--- src/rtl/program_loader_pkg.sv ---
// Shared types and constants for the boot program loader.
//   loader_state_t : loader FSM states
//   WORD_BYTES     : bytes per instruction word
//   PAD_BYTE       : fill value for lanes not supplied by the stream
package program_loader_pkg;

    typedef enum logic [2:0] {
        IDLE,
        LOAD,
        HANDOFF,
        RUN,
        ERROR
    } loader_state_t;

    localparam int unsigned WORD_BYTES = 4;
    localparam logic [7:0]  PAD_BYTE   = 8'h00;

endpackage

--- src/rtl/program_loader_byte_word_packer.sv ---
// Packs an accepted byte stream little-endian into words.
// A completed word (lane 3 filled, or last byte seen) is moved into a
// separate write register so the next byte can be taken without a stall.
// Ports:
//   clk, rst       : clock, synchronous active-high reset
//   clear          : restart packing (drops any partial word)
//   accept         : byte_data is taken this cycle
//   last           : accepted byte ends the program (flushes a partial word)
//   byte_data      : stream byte
//   word_valid     : one-cycle pulse, word holds a completed word
//   word           : completed word (unfilled lanes padded)
module program_loader_byte_word_packer
    import program_loader_pkg::*;
#(
    parameter int unsigned DATA_WIDTH = 32
) (
    input  logic                  clk,
    input  logic                  rst,
    input  logic                  clear,
    input  logic                  accept,
    input  logic                  last,
    input  logic [7:0]            byte_data,
    output logic                  word_valid,
    output logic [DATA_WIDTH-1:0] word
);

    localparam int unsigned LANES  = DATA_WIDTH / 8;
    localparam int unsigned LANE_W = $clog2(LANES);
    localparam logic [DATA_WIDTH-1:0] PAD_WORD  = {LANES{PAD_BYTE}};
    localparam logic [LANE_W-1:0]     LAST_LANE = LANE_W'(LANES - 1);

    logic [LANE_W-1:0]     lane;
    logic [DATA_WIDTH-1:0] assembler;
    logic [DATA_WIDTH-1:0] merged;

    always_comb begin
        merged = assembler;
        merged[8*int'(lane) +: 8] = byte_data;
    end

    always_ff @(posedge clk) begin
        if (rst || clear) begin
            lane       <= '0;
            assembler  <= PAD_WORD;
            word       <= '0;
            word_valid <= 1'b0;
        end else begin
            word_valid <= 1'b0;
            if (accept) begin
                if (lane == LAST_LANE || last) begin
                    word       <= merged;
                    word_valid <= 1'b1;
                    assembler  <= PAD_WORD;
                    lane       <= '0;
                end else begin
                    assembler  <= merged;
                    lane       <= lane + LANE_W'(1);
                end
            end
        end
    end

endmodule

--- src/rtl/program_loader.sv ---
// Boot sequencer for the single-cycle RV32 core: receives the program as
// a byte stream, writes packed words to instruction memory from address 0,
// then hands off to the program counter via prog_ready/prog_ack.
// Ports:
//   clk, rst                        : clock, synchronous active-high reset
//   load_start                      : pulse that begins a (re)load
//   byte_valid/byte_data/byte_last  : byte stream in
//   byte_ready                      : loader takes a byte this cycle
//   imem_w_en/imem_wr_addr/imem_data_in : instruction memory write port
//   prog_ready, prog_ack            : PC start handshake
//   cpu_run                         : core released
//   load_err                        : overflow or ack timeout (sticky)
//   word_count                      : words written in the current load
module program_loader
    import program_loader_pkg::*;
#(
    parameter int unsigned DATA_WIDTH  = 32,
    parameter int unsigned ADDR_WIDTH  = 10,
    parameter int unsigned MEM_DEPTH   = 1024,
    parameter int unsigned ACK_TIMEOUT = 256
) (
    input  logic                  clk,
    input  logic                  rst,
    input  logic                  load_start,
    input  logic                  byte_valid,
    input  logic [7:0]            byte_data,
    input  logic                  byte_last,
    output logic                  byte_ready,
    output logic                  imem_w_en,
    output logic [ADDR_WIDTH-1:0] imem_wr_addr,
    output logic [DATA_WIDTH-1:0] imem_data_in,
    output logic                  prog_ready,
    input  logic                  prog_ack,
    output logic                  cpu_run,
    output logic                  load_err,
    output logic [ADDR_WIDTH-2:0] word_count
);

    localparam int unsigned CAPACITY = MEM_DEPTH / WORD_BYTES;
    localparam int unsigned TMO_W    = $clog2(ACK_TIMEOUT + 1);
    localparam logic [ADDR_WIDTH-1:0] CAP_W    = ADDR_WIDTH'(CAPACITY);
    localparam logic [TMO_W-1:0]      TMO_LAST = TMO_W'(ACK_TIMEOUT - 1);

    loader_state_t state, state_next;

    logic                  last_seen;
    logic                  restart;
    logic                  take;
    logic                  accept;
    logic                  overflow;
    logic                  word_valid;
    logic [ADDR_WIDTH-1:0] committed;
    logic [TMO_W-1:0]      ack_cnt;

    assign restart = load_start && (state != LOAD);
    assign take    = byte_valid && byte_ready;

    // A word still in the write register counts as occupying a slot, so a
    // byte arriving in the same cycle as the final in-capacity write is
    // already beyond capacity.
    assign committed = {1'b0, word_count} + ADDR_WIDTH'(word_valid);
    assign overflow  = take && (committed == CAP_W);
    assign accept    = take && !overflow;

    program_loader_byte_word_packer #(
        .DATA_WIDTH(DATA_WIDTH)
    ) u_packer (
        .clk       (clk),
        .rst       (rst),
        .clear     (restart),
        .accept    (accept),
        .last      (byte_last),
        .byte_data (byte_data),
        .word_valid(word_valid),
        .word      (imem_data_in)
    );

    assign imem_w_en    = word_valid;
    assign imem_wr_addr = {word_count[ADDR_WIDTH-3:0], 2'b00};

    always_ff @(posedge clk) begin
        if (rst) state <= IDLE;
        else     state <= state_next;
    end

    always_comb begin
        state_next = state;
        byte_ready = 1'b0;
        prog_ready = 1'b0;
        cpu_run    = 1'b0;
        load_err   = 1'b0;
        case (state)
            IDLE: begin
                if (load_start) state_next = LOAD;
            end
            LOAD: begin
                byte_ready = !last_seen;
                if (overflow)                    state_next = ERROR;
                else if (last_seen && word_valid) state_next = HANDOFF;
            end
            HANDOFF: begin
                prog_ready = 1'b1;
                if (load_start)               state_next = LOAD;
                else if (prog_ack)            state_next = RUN;
                else if (ack_cnt == TMO_LAST) state_next = ERROR;
            end
            RUN: begin
                prog_ready = 1'b1;
                cpu_run    = 1'b1;
                if (load_start) state_next = LOAD;
            end
            ERROR: begin
                load_err = 1'b1;
                if (load_start) state_next = LOAD;
            end
            default: state_next = IDLE;
        endcase
    end

    always_ff @(posedge clk) begin
        if (rst) begin
            word_count <= '0;
            last_seen  <= 1'b0;
            ack_cnt    <= '0;
        end else begin
            if (restart) begin
                word_count <= '0;
                last_seen  <= 1'b0;
            end else begin
                if (word_valid)         word_count <= word_count + (ADDR_WIDTH-1)'(1);
                if (accept && byte_last) last_seen <= 1'b1;
            end
            ack_cnt <= (state == HANDOFF) ? ack_cnt + TMO_W'(1) : '0;
        end
    end

endmodule

--- config.mk ---
export PLATFORM = sky130hd
export DESIGN_NAME = program_loader
export DESIGN_NICKNAME = d
export VERILOG_FILES = /design/src/rtl/program_loader_pkg.sv /design/src/rtl/program_loader_byte_word_packer.sv /design/src/rtl/program_loader.sv
export SDC_FILE = /design/constraint.sdc
export NUM_CORES = 1
export LEC_CHECK = 0
export ABC_AREA = 1
export CAP_MARGIN = 20
export CORE_UTILIZATION = 45
export DETAILED_ROUTE_END_ITERATION = 6
export GPL_TIMING_DRIVEN = 0
export PLACE_DENSITY = 0.77
export SKIP_CTS_REPAIR_TIMING = 1
export SYNTH_ARGS = -nofsm -noshare
export SYNTH_HDL_FRONTEND = slang
export SYNTH_SLANG_ARGS = --single-unit
--- constraint.sdc ---
create_clock -name clk -period 1.8 [get_ports clk]
set_input_delay 0.45 -clock clk [delete_from_list [all_inputs] [get_ports clk]]
set_output_delay 0.45 -clock clk [all_outputs]
set_load 0.01 [all_outputs]
**Run 1: power grid**

Drawn at 4 px/µm. Pins as bars on the die edge.
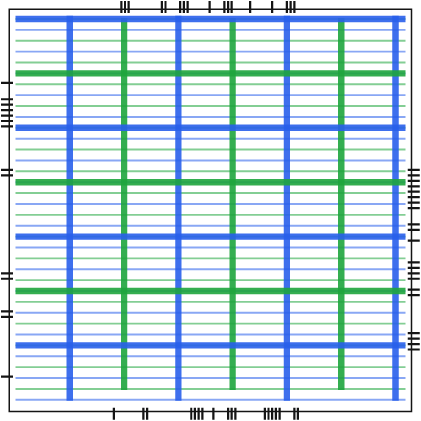
legend:
  VDD:
    color: green
  VSS:
    color: blue
signal pins: 70
met5 straps: 7
met4 straps: 7
die height: 100.2 µm
Core ar.: 9284 µm²
Die Wd: 100.2 µm
Peak VDD IR: 0.0005452 V

**Run 1: layout detail**

Window x 25 to 75, y 45 to 95 µm. Cells in gray, sequential cells in the stronger gray; small squares are vias.
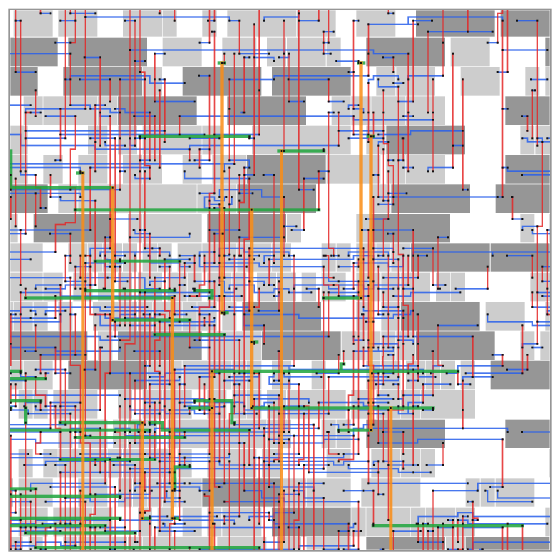
legend:
  met3:
    color: green
  met1:
    color: blue
  met4:
    color: orange
  met2:
    color: red
netlist names of flops here include: u_packer.assembler (13), u_packer.word (12), ack_cnt (6)
most frequent: inv_1 (39), dfxtp_1 (33), nor2_1 (26)
cells with their middle in the window: 223
sequential cells in the window: 34

==> flow_metrics.py, run 1 <==
# Metrics from the implementation run
metrics = {
    "yosys": {
        "largest_area_cell": "dfxtp_1",
        "synth_cells": 604,
        "yosys-stat-area_um2": 4337,
        "synthArstFlopShare": 0,
        "yosysWarnings": 0,
        "ys_sh_adder": 0.03174,
        "edf_count": 0,
        "top_cells_by_count": "nor2_1 (110), dfxtp_1 (89), inv_1 (83)",
        "ys_sh_mux": 0.002308,
        "ys_sh_simple": 0.2441,
    },
    "cells_and_area": {
        "seq_share": 0.3084,
        "n_all_buffers": 120,
        "flop_area_um2": 1810,
        "post_layout_nonfiller_instances": 833,
    },
    "route": {
        "vias": 4347,
        "avgViaCountPerCell": 5.218,
        "antenna_left": 0,
        "route.met3.wl_um": 621,
        "dr.pass1.iters": 5,
    },
    "grt": {
        "globalRouteOverflowTotal": 0,
        "met2_usage": 0.3804,
        "grt_max_degree": 17,
        "grt_pass1_vias": 3810,
    },
    "timing": {
        "finalCriticalPeriod_ns": 2.104,
        "setup_viol_count_final": 71,
        "hold_violations": 0,
        "fin_ws_ns": -0.3039,
        "setup_tns_ns": -15.86,
    },
    "pwr": {
        "seq_cell_power_mw": 2.18,
        "p_seq_frac": 0.397,
        "pwr-share-comb": 0.323,
        "clockPowerShare": 0.280,
        "p_per_area_nw_per_um2": 937.9,
    },
    "clock_tree": {
        "cts_made_buffers": 9,
        "clock_path_buffers": 2,
        "htree_levels": 3,
    },
    "outcome": {
        "violations": "setup timing",
        "status": "complete, but fails checks",
    },
    "worst_setup_path": {
        "r2r_cells": 8,
    },
    "min_path": {
        "hold_end": "u_packer.assembler[23]$_SDFFE_PP0P_",
    },
    "floorplan": {
        "fp-row-count": 35,
    },
}
**Run 1: cells by drive strength**

Drawn at 3 px/µm.
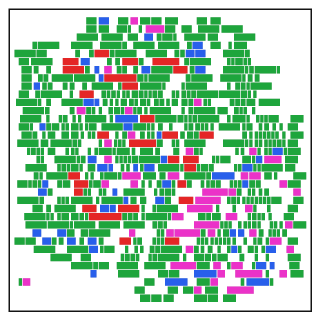
legend:
  drive 1 or less:
    color: green
    cells: 578
  drive 2:
    color: blue
    cells: 52
  drive 3 to 4:
    color: magenta
    cells: 47
  drive 6 and up:
    color: red
    cells: 27

**Run 1: cell outlines without signal wires**

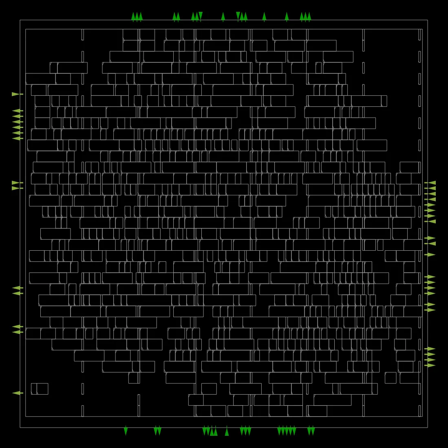
filler instances: 826
seq_cells: 89
Tapcell Cnt: 129

[run 1: through the flow]
stage          hold slack [ns]  cell area, µm²  utilization
6_report                0.4619            5871       0.6323
5_1_grt                 0.4735            5871       0.6323
4_1_cts                 0.4616            5425       0.5844
3_5_place_dp            0.4471            5200       0.5601
3_3_place_gp            0.4297            5200       0.5601
2_1_floorplan           0.4175            4368            -
[run 1: worst max-delay path: stages (launching register included)]
cell	delay (ns)
dfxtp_2	0.39
inv_1	0.21
ha_1	0.18
clkbuf_1	0.34
nand4_1	0.24
buf_4	0.22
o22ai_1	0.19
nand3_1	0.11
a21oi_1	0.15
[run 1: flip-flops by register name, summed over array words and instances (netlist names)]
register / flops
ack_cnt: 9
last_seen: 1
state: 3
u_packer.assembler: 32
u_packer.lane: 2
u_packer.word: 32
u_packer.word_valid: 1
word_count: 9
==> run 2, diff against run 1 <==
Settings changed: HOLD_SLACK_MARGIN set to 0.06, PLACE_DENSITY 0.77 to 0.76, SYNTH_HIERARCHICAL set to 1.
**Run 2: layout detail**

Window x 26 to 76, y 46 to 96 µm. Cells in gray, sequential cells in the stronger gray; small squares are vias.
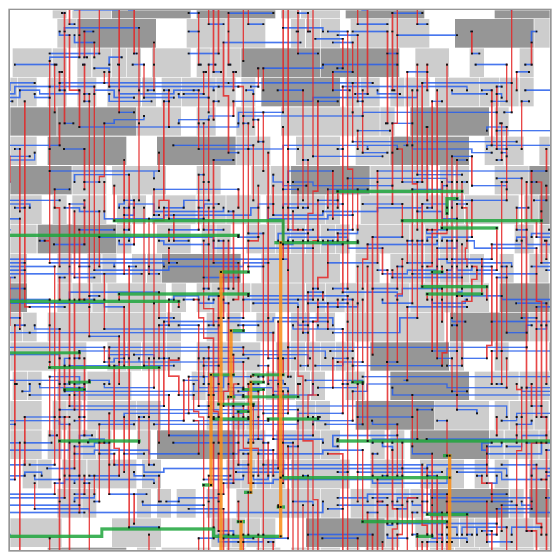
legend:
  met1:
    color: blue
  met4:
    color: orange
  met2:
    color: red
  met3:
    color: green
cells with their middle in the window: 261
most frequent: nand2_1 (76), inv_1 (34), dfxtp_1 (24)
netlist names of flops here include: u_packer/assembler (18), u_packer/word (6)
sequential cells in the window: 24

**Run 2: wiring heat map**

Drawn at 4 px/µm. 20 x 20 tiles, from dark purple (low) to yellow (high), scaled to the fullest tile. Values are wire area over tile area, all layers added.
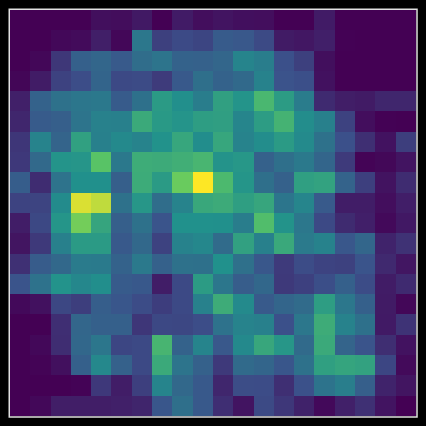
nearly empty tiles: 11%
emptiest ninth of the die: top right
densest ninth of the die: middle
tiles over half the peak: 17%
mean over tiles: 0.19
fullest tile: 0.67
Total Wirelength: 12.28 mm
per-cell routed wire length: 13.45 µm
vias: 4550
GRT Resource Usage Total: 0.2158

==> run 2 against run 1 <==
Net effect: the run still ends with setup timing left; flip-flop count is the same; power shrank 6.3%; wire length grew 4.8%; global-route usage shrank 0.15 points; die area grew 2.9%; non-clock buffer count grew 8; register-to-register slack lost 0.18 ns; combinational power shrank about 10%; worst setup slack lost 0.18 ns; critical endpoint is now u_packer/word[30]$_SDFFE_PP0P_.
==> flow_metrics.py, run 2 <==
# Metrics from the implementation run
metrics = {
    "cells_and_area": {
        "final_area_um2": 6414,
        "fill_cells": 746,
        "seq_cell_count": 89,
        "reg_top3": "u_packer/assembler x32, u_packer/word x32",
        "flop_area_um2": 1809,
        "seq_share": 0.2821,
        "post_layout_nonfiller_instances": 913,
    },
    "timing": {
        "fin_ws_ns": -0.4833,
        "fin_hold_ws_ns": 0.4543,
        "setup_tns_ns": -25.97,
        "finalCriticalPeriod_ns": 2.283,
        "hold_violations": 0,
        "setup_viol_count_final": 70,
    },
    "grt": {
        "grt_pass1_vias": 3981,
        "grt_max_degree": 15,
    },
    "floorplan": {
        "fp-row-count": 35,
        "die_h_um": 101.6,
        "dieWidth_um": 101.6,
    },
    "worst_setup_path": {
        "cp_cell_sequence": "ha_4, ha_4, or2_4, nor2_4, nand3_2, nor2_4, a31oi_4, nand2_4, buf_12, buf_8, a21oi_2, o21ai_1, inv_1",
        "r2r_cells": 13,
        "critPathBufInv": 3,
        "slowest_delay_ns": 0.38,
        "critPathTopFamily": "simple AND/OR/NAND/NOR gates",
        "cp.depth": 13,
    },
    "yosys": {
        "ys_sh_mux": 0.002243,
        "ys_sh_simple": 0.2745,
        "ys_sh_adder": 0.03084,
        "yosys-stat-area_um2": 4463,
        "synth_cells": 675,
        "edf_count": 0,
        "synthArstFlopShare": 0,
        "largest_area_cell": "dfxtp_1",
    },
    "clock_tree": {
        "clock_path_buffers": 2,
        "htree_levels": 3,
    },
    "route": {
        "antenna_left": 0,
        "dr.pass1.iters": 5,
    },
    "pwr": {
        "pwr-share-comb": 0.311,
        "p_per_area_nw_per_um2": 804.6,
        "p_seq_frac": 0.410,
    },
    "outcome": {
        "violations": "setup timing",
        "status": "complete, but fails checks",
    },
}
run 2: cell types whose count changed after synthesis, moves of 16 or more:
cell and change:
nand2_1 +128, a22oi_1 -16, inv_1 +27, o21ai_0 -36, o22ai_1 -16, nor2_1 -63
nand3_1 -34, o21ai_1 +26, a21oi_1 +48
run 2: routing by layer:
metal / GRT usage / vias to the layer above
li1: - / 2290
met1: 0.2820 / 2085
met2: 0.3576 / 151
met3: 0.03796 / 24
met4: 0.07581 / 0
met5: 0 / -
run 2: power groups by stage:
stage	clock [mW]	combinational (mW)	sequential, mW
after CTS	1.46	1.21	2.12
after global placement	0	1.18	2.16
after detailed placement	0	1.21	2.17
after global routing	1.54	1.73	2.13
final	1.44	1.60	2.12
after floorplan	0	0.781	2.18
==> run 3, diff against run 2 <==
Settings changed: CAP_MARGIN 20 to 10, CORE_UTILIZATION 45 to 49, PLACE_DENSITY 0.76 to 0.82.
**Run 3: power grid**

Drawn at 4 px/µm. Pins as bars on the die edge.
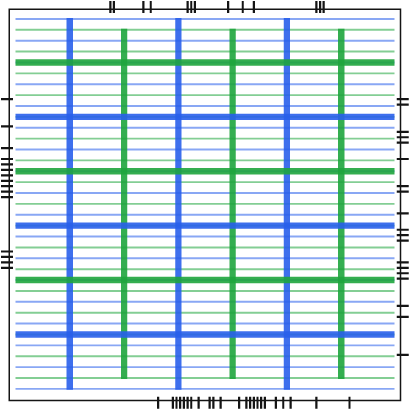
legend:
  VDD:
    color: green
  VSS:
    color: blue
met5 straps: 6
met1 rails: 35
rows: 34

**Run 3: layout detail**

Window x 24 to 74, y 43 to 93 µm. Cells in gray, sequential cells in the stronger gray; small squares are vias.
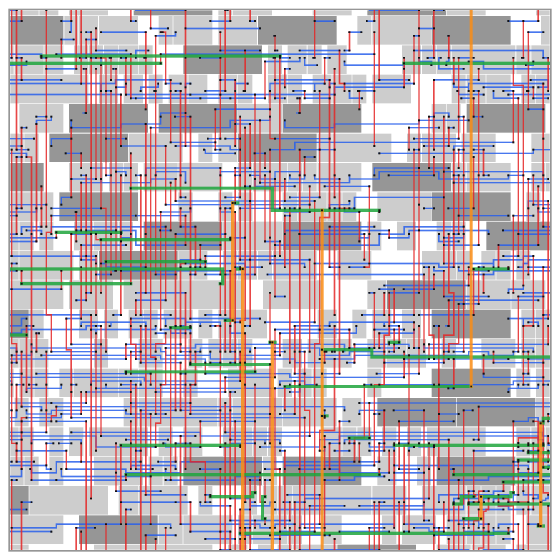
legend:
  met2:
    color: red
  met3:
    color: green
  met1:
    color: blue
  met4:
    color: orange
cells with their middle in the window: 254
sequential cells in the window: 26
netlist names of flops here include: u_packer/assembler (18), u_packer/word (8)
most frequent: nand2_1 (76), inv_1 (33), dfxtp_1 (26)

==> run 3 against run 2 <==
Net effect: the flow still finishes with violations (setup timing); largest cell class unchanged; hold slack about the same; sequential power about the same; clock skew decreased by 0.0012 ns; area after synthesis unchanged; first-iteration DRC count decreased by 8.7%; clock-buffer cell count decreased by 2; highest routed layer unchanged; register-to-register slack got worse by 0.02 ns; clock power increased by 8%; via count increased by 0.90%.
==> flow_metrics.py, run 3 <==
# Metrics from the implementation run
metrics = {
    "outcome": {
        "status": "complete, but fails checks",
        "violations": "setup timing",
    },
    "clock_tree": {
        "clock_path_buffers": 2,
        "htree_levels": 3,
    },
    "grt": {
        "busiest_layer": "met2",
        "grt_pass1_vias": 3983,
        "use_met3": 0.05180,
        "met1_usage": 0.2975,
    },
    "floorplan": {
        "die_h_um": 97.44,
        "dieWidth_um": 97.44,
    },
    "worst_setup_path": {
        "r2r_cells": 15,
        "cp.depth": 15,
        "slowest_delay_ns": 0.39,
        "critPathBufInv": 5,
        "cp_cell_sequence": "ha_4, ha_4, nand2_4, nor2_4, nand3_1, nand2_1, nor2_2, a31oi_4, nand2_4, buf_8, buf_8, buf_6, buf_4, o21ai_2, inv_1",
        "critPathTopFamily": "buffers and inverters",
        "endpoint": "u_packer/word[8]$_SDFFE_PP0P_",
    },
    "pwr": {
        "p_seq_frac": 0.404,
        "power_clock_mw": 1.55,
        "clockPowerShare": 0.296,
        "p_leak_nw": 3.213,
        "seq_cell_power_mw": 2.12,
        "p_per_area_nw_per_um2": 815.9,
    },
    "yosys": {
        "synthArstFlopShare": 0,
        "synth_cells": 675,
        "yosys-stat-area_um2": 4463,
        "edf_count": 0,
        "largest_area_cell": "dfxtp_1",
    },
    "placement": {
        "place_ws_ns": -0.6376,
    },
    "route": {
        "wl_mm": 12.29,
        "antenna_left": 0,
    },
    "timing": {
        "finalCriticalPeriod_ns": 2.303,
        "slew_violations": 0,
        "fin_hold_ws_ns": 0.4546,
        "setup_viol_count_final": 70,
        "hold_violations": 0,
        "setup_tns_ns": -27.36,
        "fin_ws_ns": -0.5030,
    },
    "cells_and_area": {
        "post_layout_nonfiller_instances": 892,
        "reg_top3": "u_packer/assembler x32, u_packer/word x32",
        "flop_area_um2": 1812,
        "fill_cells": 657,
    },
}
## run 3: cell counts after synthesis
No cell type changed its count.
## run 3: cell families (layout without fill, tap and decap cells)
family	Yosys count	after routing	synth area share
AND-OR/OR-AND	127	127	0.1452
XOR/XNOR	2	2	0.003926
adder cells (fa/ha/maj)	11	11	0.03084
buffers and inverters	153	261	0.1433
flip-flops	89	89	0.3992
multiplexers	1	1	0.002243
other	1	2	0.0008402
AND/OR/NAND/NOR	291	291	0.2745
## run 3: layout make-up
| class | instances | share of cell area |
|---|---|---|
| multi-input combinational | 434 | 0.3913 |
| tap | 108 | 0.02098 |
| clock buffer | 10 | 0.02137 |
| sequential | 89 | 0.2813 |
| timing repair buffer | 93 | 0.1535 |
| clock inverter | 6 | 0.01399 |
| inverter | 117 | 0.06858 |
| buffer | 35 | 0.04896 |
No activity file was given, so power comes from the tool's default toggle rates.
